**src/rtl/note_source_arbiter_if.sv**
```systemverilog
`default_nettype none
// ============================================================================
// Module   : note_source_arbiter_if
// Purpose  : Bundles the three note sources and the arbitrated tone/display
//            outputs that travel between the note producers and
//            note_source_arbiter.
// Ports    : master - note producer / consumer side. It drives the source
//                     fields and reads the arbitrated outputs.
//            slave  - arbiter side. It reads the source fields and drives
//                     the arbitrated outputs.
// Revision : 1.0  initial release
// ============================================================================
interface note_source_arbiter_if #(
  parameter int KEY_ID_BITS = 4
);
  // live keyboard scanner
  logic [KEY_ID_BITS-1:0] live_key_id;
  logic                   live_pressed;
  logic                   live_oct_up;
  logic                   live_oct_down;
  // piano_recorder playback
  logic                   rec_req;
  logic [KEY_ID_BITS-1:0] rec_key_id;
  logic                   rec_pressed;
  logic                   rec_oct_up;
  logic                   rec_oct_down;
  // song_player
  logic                   song_req;
  logic [KEY_ID_BITS-1:0] song_key_id;
  logic                   song_pressed;
  logic                   song_oct_up;
  logic                   song_oct_down;
  // arbitrated, registered outputs
  logic [KEY_ID_BITS-1:0] out_key_id;
  logic                   out_pressed;
  logic                   out_oct_up;
  logic                   out_oct_down;
  logic [1:0]             grant;
  logic                   muting;
  logic                   switch_pulse;

  modport master (
    output live_key_id, live_pressed, live_oct_up, live_oct_down,
    output rec_req, rec_key_id, rec_pressed, rec_oct_up, rec_oct_down,
    output song_req, song_key_id, song_pressed, song_oct_up, song_oct_down,
    input  out_key_id, out_pressed, out_oct_up, out_oct_down,
    input  grant, muting, switch_pulse
  );

  modport slave (
    input  live_key_id, live_pressed, live_oct_up, live_oct_down,
    input  rec_req, rec_key_id, rec_pressed, rec_oct_up, rec_oct_down,
    input  song_req, song_key_id, song_pressed, song_oct_up, song_oct_down,
    output out_key_id, out_pressed, out_oct_up, out_oct_down,
    output grant, muting, switch_pulse
  );
endinterface
`default_nettype wire

```
**src/rtl/note_source_arbiter.sv**
```systemverilog
`default_nettype none
// ============================================================================
// Module   : note_source_arbiter
// Purpose  : Fixed-priority arbiter (song > recorder > live) for the shared
//            buzzer/7-seg datapath. Every ownership change goes through a
//            muted gap of GAP_CYCLES cycles, so the buzzer never glitches
//            mid-period. All outputs are registered and sanitised.
// Ports    : clk    - system clock
//            rst_n  - synchronous active-low reset
//            bus    - note_source_arbiter_if.slave. It carries the three
//                     note sources in, and out_*, grant, muting and
//                     switch_pulse out.
// Revision : 1.0  initial release
// ============================================================================
module note_source_arbiter #(
  parameter int KEY_ID_BITS = 4,
  parameter int GAP_CYCLES  = 50000,
  parameter int GAP_CNT_W   = 16
) (
  input  wire logic             clk,
  input  wire logic             rst_n,
  note_source_arbiter_if.slave  bus
);

  // Pass-through states share the grant encoding (0 live, 1 rec, 2 song).
  typedef enum logic [1:0] {
    ST_LIVE = 2'd0,
    ST_REC  = 2'd1,
    ST_SONG = 2'd2,
    ST_MUTE = 2'd3
  } state_t;

  localparam logic [GAP_CNT_W-1:0]   GAP_LOAD = GAP_CNT_W'(GAP_CYCLES - 1);
  localparam logic [KEY_ID_BITS-1:0] MAX_NOTE = KEY_ID_BITS'(12);

  state_t                 state;
  logic [GAP_CNT_W-1:0]   gap_cnt;
  logic [1:0]             pending;
  logic [1:0]             grant_q;
  logic                   muting_q;
  logic                   pulse_q;
  logic [KEY_ID_BITS-1:0] key_q;
  logic                   pressed_q;
  logic                   oct_up_q;
  logic                   oct_down_q;

  logic [1:0]             target;
  logic [KEY_ID_BITS-1:0] raw_key;
  logic                   raw_pressed;
  logic                   raw_up;
  logic                   raw_down;
  logic [KEY_ID_BITS-1:0] san_key;
  logic                   san_pressed;
  logic                   san_up;
  logic                   san_down;

  // Whenever outputs are loaded from a source, the next owner is always the
  // current target. With no change, the target equals the owner. At the end
  // of a gap, the target equals the latched one. Sanitising the target's
  // source is therefore enough.
  always_comb begin
    target      = 2'd0;
    raw_key     = bus.live_key_id;
    raw_pressed = bus.live_pressed;
    raw_up      = bus.live_oct_up;
    raw_down    = bus.live_oct_down;
    if (bus.song_req) begin
      target      = 2'd2;
      raw_key     = bus.song_key_id;
      raw_pressed = bus.song_pressed;
      raw_up      = bus.song_oct_up;
      raw_down    = bus.song_oct_down;
    end else if (bus.rec_req) begin
      target      = 2'd1;
      raw_key     = bus.rec_key_id;
      raw_pressed = bus.rec_pressed;
      raw_up      = bus.rec_oct_up;
      raw_down    = bus.rec_oct_down;
    end
  end

  // Out-of-range IDs become a rest. A rest is never pressed. Conflicting
  // octave requests collapse to the middle octave.
  always_comb begin
    san_key     = (raw_key > MAX_NOTE) ? '0 : raw_key;
    san_pressed = raw_pressed && (raw_key != '0) && (raw_key <= MAX_NOTE);
    san_up      = raw_up & ~raw_down;
    san_down    = raw_down & ~raw_up;
  end

  always_ff @(posedge clk) begin
    if (!rst_n) begin
      state      <= ST_LIVE;
      gap_cnt    <= '0;
      pending    <= 2'd0;
      grant_q    <= 2'd0;
      muting_q   <= 1'b0;
      pulse_q    <= 1'b0;
      key_q      <= '0;
      pressed_q  <= 1'b0;
      oct_up_q   <= 1'b0;
      oct_down_q <= 1'b0;
    end else begin
      pulse_q <= 1'b0;
      case (state)
        ST_MUTE: begin
          if (gap_cnt != '0) begin
            gap_cnt <= gap_cnt - 1'b1;
          end else if (target == pending) begin
            state      <= state_t'(target);
            grant_q    <= target;
            muting_q   <= 1'b0;
            key_q      <= san_key;
            pressed_q  <= san_pressed;
            oct_up_q   <= san_up;
            oct_down_q <= san_down;
          end else begin
            // Requests moved during the gap: restart the gap toward the new
            // target silently.
            pending <= target;
            gap_cnt <= GAP_LOAD;
          end
        end
        default: begin
          if (target != grant_q) begin
            state      <= ST_MUTE;
            gap_cnt    <= GAP_LOAD;
            pending    <= target;
            pulse_q    <= 1'b1;
            muting_q   <= 1'b1;
            key_q      <= '0;
            pressed_q  <= 1'b0;
            oct_up_q   <= 1'b0;
            oct_down_q <= 1'b0;
          end else begin
            key_q      <= san_key;
            pressed_q  <= san_pressed;
            oct_up_q   <= san_up;
            oct_down_q <= san_down;
          end
        end
      endcase
    end
  end

  assign bus.out_key_id   = key_q;
  assign bus.out_pressed  = pressed_q;
  assign bus.out_oct_up   = oct_up_q;
  assign bus.out_oct_down = oct_down_q;
  assign bus.grant        = grant_q;
  assign bus.muting       = muting_q;
  assign bus.switch_pulse = pulse_q;

endmodule
`default_nettype wire

```
**src/flat_wrapper.sv**
```systemverilog
// flat-port wrapper written by rule: the top's interface ports become plain ports
module note_source_arbiter_flat 
#(
  parameter int KEY_ID_BITS = 4,
  parameter int GAP_CYCLES  = 50000,
  parameter int GAP_CNT_W   = 16
)
  (clk, rst_n, bus_live_key_id, bus_live_pressed, bus_live_oct_up, bus_live_oct_down, bus_rec_req, bus_rec_key_id, bus_rec_pressed, bus_rec_oct_up, bus_rec_oct_down, bus_song_req, bus_song_key_id, bus_song_pressed, bus_song_oct_up, bus_song_oct_down, bus_out_key_id, bus_out_pressed, bus_out_oct_up, bus_out_oct_down, bus_grant, bus_muting, bus_switch_pulse);
  note_source_arbiter_if #(.KEY_ID_BITS(KEY_ID_BITS)) bus_i ();
  input  wire logic clk;
  input  wire logic rst_n;
  input wire logic [$bits(bus_i.live_key_id)-1:0] bus_live_key_id;
  input wire logic [$bits(bus_i.live_pressed)-1:0] bus_live_pressed;
  input wire logic [$bits(bus_i.live_oct_up)-1:0] bus_live_oct_up;
  input wire logic [$bits(bus_i.live_oct_down)-1:0] bus_live_oct_down;
  input wire logic [$bits(bus_i.rec_req)-1:0] bus_rec_req;
  input wire logic [$bits(bus_i.rec_key_id)-1:0] bus_rec_key_id;
  input wire logic [$bits(bus_i.rec_pressed)-1:0] bus_rec_pressed;
  input wire logic [$bits(bus_i.rec_oct_up)-1:0] bus_rec_oct_up;
  input wire logic [$bits(bus_i.rec_oct_down)-1:0] bus_rec_oct_down;
  input wire logic [$bits(bus_i.song_req)-1:0] bus_song_req;
  input wire logic [$bits(bus_i.song_key_id)-1:0] bus_song_key_id;
  input wire logic [$bits(bus_i.song_pressed)-1:0] bus_song_pressed;
  input wire logic [$bits(bus_i.song_oct_up)-1:0] bus_song_oct_up;
  input wire logic [$bits(bus_i.song_oct_down)-1:0] bus_song_oct_down;
  output wire logic [$bits(bus_i.out_key_id)-1:0] bus_out_key_id;
  output wire logic [$bits(bus_i.out_pressed)-1:0] bus_out_pressed;
  output wire logic [$bits(bus_i.out_oct_up)-1:0] bus_out_oct_up;
  output wire logic [$bits(bus_i.out_oct_down)-1:0] bus_out_oct_down;
  output wire logic [$bits(bus_i.grant)-1:0] bus_grant;
  output wire logic [$bits(bus_i.muting)-1:0] bus_muting;
  output wire logic [$bits(bus_i.switch_pulse)-1:0] bus_switch_pulse;
  assign bus_i.live_key_id = bus_live_key_id;
  assign bus_i.live_pressed = bus_live_pressed;
  assign bus_i.live_oct_up = bus_live_oct_up;
  assign bus_i.live_oct_down = bus_live_oct_down;
  assign bus_i.rec_req = bus_rec_req;
  assign bus_i.rec_key_id = bus_rec_key_id;
  assign bus_i.rec_pressed = bus_rec_pressed;
  assign bus_i.rec_oct_up = bus_rec_oct_up;
  assign bus_i.rec_oct_down = bus_rec_oct_down;
  assign bus_i.song_req = bus_song_req;
  assign bus_i.song_key_id = bus_song_key_id;
  assign bus_i.song_pressed = bus_song_pressed;
  assign bus_i.song_oct_up = bus_song_oct_up;
  assign bus_i.song_oct_down = bus_song_oct_down;
  assign bus_out_key_id = bus_i.out_key_id;
  assign bus_out_pressed = bus_i.out_pressed;
  assign bus_out_oct_up = bus_i.out_oct_up;
  assign bus_out_oct_down = bus_i.out_oct_down;
  assign bus_grant = bus_i.grant;
  assign bus_muting = bus_i.muting;
  assign bus_switch_pulse = bus_i.switch_pulse;
  note_source_arbiter #(.KEY_ID_BITS(KEY_ID_BITS), .GAP_CYCLES(GAP_CYCLES), .GAP_CNT_W(GAP_CNT_W)) u_core (.clk(clk), .rst_n(rst_n), .bus(bus_i));
endmodule
```
**config.mk**
```make
export PLATFORM = sky130hd
export DESIGN_NAME = note_source_arbiter_flat
export DESIGN_NICKNAME = d
export VERILOG_FILES = /design/src/rtl/note_source_arbiter_if.sv /design/src/rtl/note_source_arbiter.sv /design/src/flat_wrapper.sv
export SDC_FILE = /design/constraint.sdc
export NUM_CORES = 1
export LEC_CHECK = 0
export CAP_MARGIN = 10
export CORE_ASPECT_RATIO = 0.7
export CORE_UTILIZATION = 50
export CTS_BUF_LIST = sky130_fd_sc_hd__clkbuf_4 sky130_fd_sc_hd__clkbuf_8 sky130_fd_sc_hd__clkbuf_16
export DETAILED_ROUTE_END_ITERATION = 10
export MAX_ROUTING_LAYER = met4
export PLACE_DENSITY_LB_ADDON = 0.05
export SYNTH_ARGS = -nofsm -noshare
export SYNTH_HDL_FRONTEND = slang
export SYNTH_SLANG_ARGS = --single-unit
```
**constraint.sdc**
```tcl
create_clock -name clk -period 2.4 [get_ports clk]
set_input_delay 0.72 -clock clk [delete_from_list [all_inputs] [get_ports clk]]
set_output_delay 0.72 -clock clk [all_outputs]
set_load 0.01 [all_outputs]
```
==> run_results.csv <==
group,metric,value,unit
clock_tree,cts-root-buf,"clkbuf_8",
die,fp.dieW,75.5,um
pwr,combPwrFrac,0.270,
timing,tightest_slew,0.462,ns
clock_tree,clock-sinks,31,
worst_hold_path,hp-class,"reg2reg",
run,drv_cap,0,
synthesis,ys_cells,209,
global_routing,grt_max_degree,15,
timing,slew_violations,0,
finish,clockNetworkAreaShare,0.0334,
finish,combGateArea,1240,um2
clock_tree,cts_tree,"yes",
timing,finalWorstSetupSlack,0.115,ns
pwr,switching_power,0.414,mW
synthesis,ys_async_sr_fraction,0,
worst_hold_path,min_from,"u_core.bus.muting",
placement,placed_cell_area,2470,um2
synthesis,synth_cells,209,
worst_setup_path,cp-end-kind,"register",
clock_tree,max-clock-path-buffers,2,
worst_setup_path,reg2reg_from,"u_core.gap_cnt[0]",
die,nWellTaps,50,
worst_setup_path,cp.depth,8,
synthesis,ys.flops,31,
finish,max_flop_register,"u_core.gap_cnt",
finish,largest_reg_flops,16,
worst_setup_path,cpPeakStageDelay,0.40,ns
synthesis,edf_count,0,
synthesis,netlist_area,1890,um2
timing,setup_viol,0,
run_status,status,"finished, final reports clean",
worst_hold_path,hold_depth,2,
worst_setup_path,crit_arrival,2.44,ns
finish,inv_count,6,
finish,comb_share,0.474,
finish,lay_top_count,"clkdlybuf4s50_1",
finish,final_cells,320,
global_routing,grt_overflow,0,
placement,hpwl,3.71,mm
finish,buf_share,0.224,
finish,seq_cell_count,31,
detailed_routing,drc_errors,0,
clock_tree,clk_latency,0.28,ns
die,rows,18,
detailed_routing,drt_first_pass_iters,4,
worst_setup_path,endpoint,"u_core.gap_cnt[14]",
synthesis,synthTopCellsByArea,"dfxtp_1 (33%), mux2i_1 (9.5%), nand2_1 (4.6%), nor2_1 (3.6%), a211oi_1 (2.8%)",
worst_setup_path,rrSetupSlack,0.20,ns
finish,logic_gates,163,
pwr,p_int,0.960,mW
clock_tree,path_clk_slew,0.07,ns
global_routing,use_met2,0.420,
timing,max_freq,0.438,GHz
die,die_area,4030,um2
finish,regArea,621,um2
pwr,totalPowerFinal,1.37,mW
pwr,ir_drop,383,uV
detailed_routing,ant_nets,0,
timing,rsz0062_at_grt,"no",
synthesis,ys_seq_share,0.328,
die,fp_util,0.531,
detailed_routing,via_per_inst,5.90,
worst_setup_path,crit_chain,"dlygate4sd2_1, buf_4, or2_1, o211ai_2, o31ai_4, buf_12, a2111oi_1, a211oi_2",
finish,largest_cell_class,"logic gates",
finish,final_util,0.737,
worst_setup_path,path_delay_family,"AND-OR/OR-AND gates",
finish,clock_buffers,6,
synthesis,synth_top_area_share,0.328,
worst_setup_path,worstSetupPathType,"in2reg",
synthesis,yosys.area.top_type,"dfxtp_1",
detailed_routing,first_iter_violations,90,
worst_setup_path,r2r_cells,9,
synthesis,ys_types,58,
worst_setup_path,r2r-end,"u_core.gap_cnt[9]",
run,warnings,27,
global_routing,global_route.peak_usage_layer,"met2",
placement,placed_cells,312,
finish,final_area,2620,um2
worst_setup_path,cp-startpoint,"bus_song_req",
-- synthesized netlist by cell type, types with 3 or more instances --
| master | number |
|---|---|
| a2111oi_0 | 6 |
| nand3_1 | 3 |
| o21ai_0 | 7 |
| clkbuf_1 | 3 |
| dfxtp_1 | 31 |
| and2_1 | 3 |
| nand3b_1 | 3 |
| buf_2 | 4 |
| o31ai_1 | 5 |
| or3_1 | 3 |
| nand2b_1 | 8 |
| a21o_1 | 3 |
| a211oi_1 | 7 |
| nand2_1 | 23 |
| a32o_1 | 4 |
| nor2_1 | 18 |
| a31oi_1 | 3 |
| inv_1 | 5 |
| a21oi_1 | 4 |
| a211oi_2 | 4 |
| mux2i_1 | 18 |
-- cells by family after synthesis --
group | Yosys count | synth area share
flip-flops | 31 | 0.328
XOR/XNOR | 2 | 0.00927
AND/OR/NAND/NOR | 77 | 0.225
adder cells (fa/ha/maj) | 2 | 0.0132
multiplexers | 20 | 0.107
AND-OR/OR-AND | 62 | 0.281
buffers and inverters | 15 | 0.0364
-- power by group through the flow --
stage / clock network, mW / logic (mW) / registers (mW)
2_1_floorplan: 0 / 0.204 / 0.589
3_3_place_gp: 0 / 0.338 / 0.591
3_5_place_dp: 0 / 0.349 / 0.593
4_1_cts: 0.424 / 0.358 / 0.584
5_1_grt: 0.444 / 0.401 / 0.590
6_report: 0.417 / 0.371 / 0.585
-- what timing repair did --
action                     in CTS  in global routing
pin swaps                       2                  1
setup endpoints to repair      22                  8
gates resized                  13                  3
hold buffers                    0                  0
setup buffers                   0                  1
-- metal layers --
layer | vias up | wire, um
met5 | - | 0
met4 | 0 | 46
met3 | 10 | 328
met2 | 69 | 2240
met1 | 891 | 2300
li1 | 918 | -
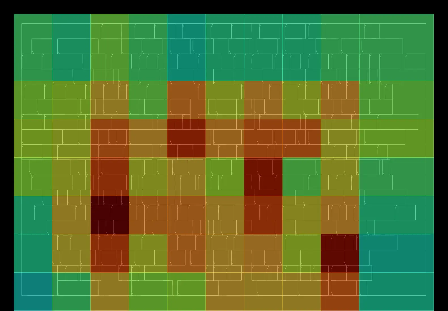
**Above:** congestion heat map.
GR Util met1: 0.357
met3 usage: 0.0667

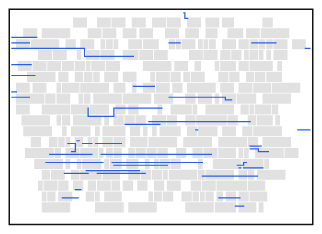
**Above:** met3 routing.
(4 px per um) Cells faint in the background.
longest straight run: 27.6 um
nets with wire on the layer: 31
wire length on this layer: 329 um
main direction: horizontal
vias post-DR: 1888
Final Routed Wirelength: 4.92 mm

Power and IR drop assume default switching activity.
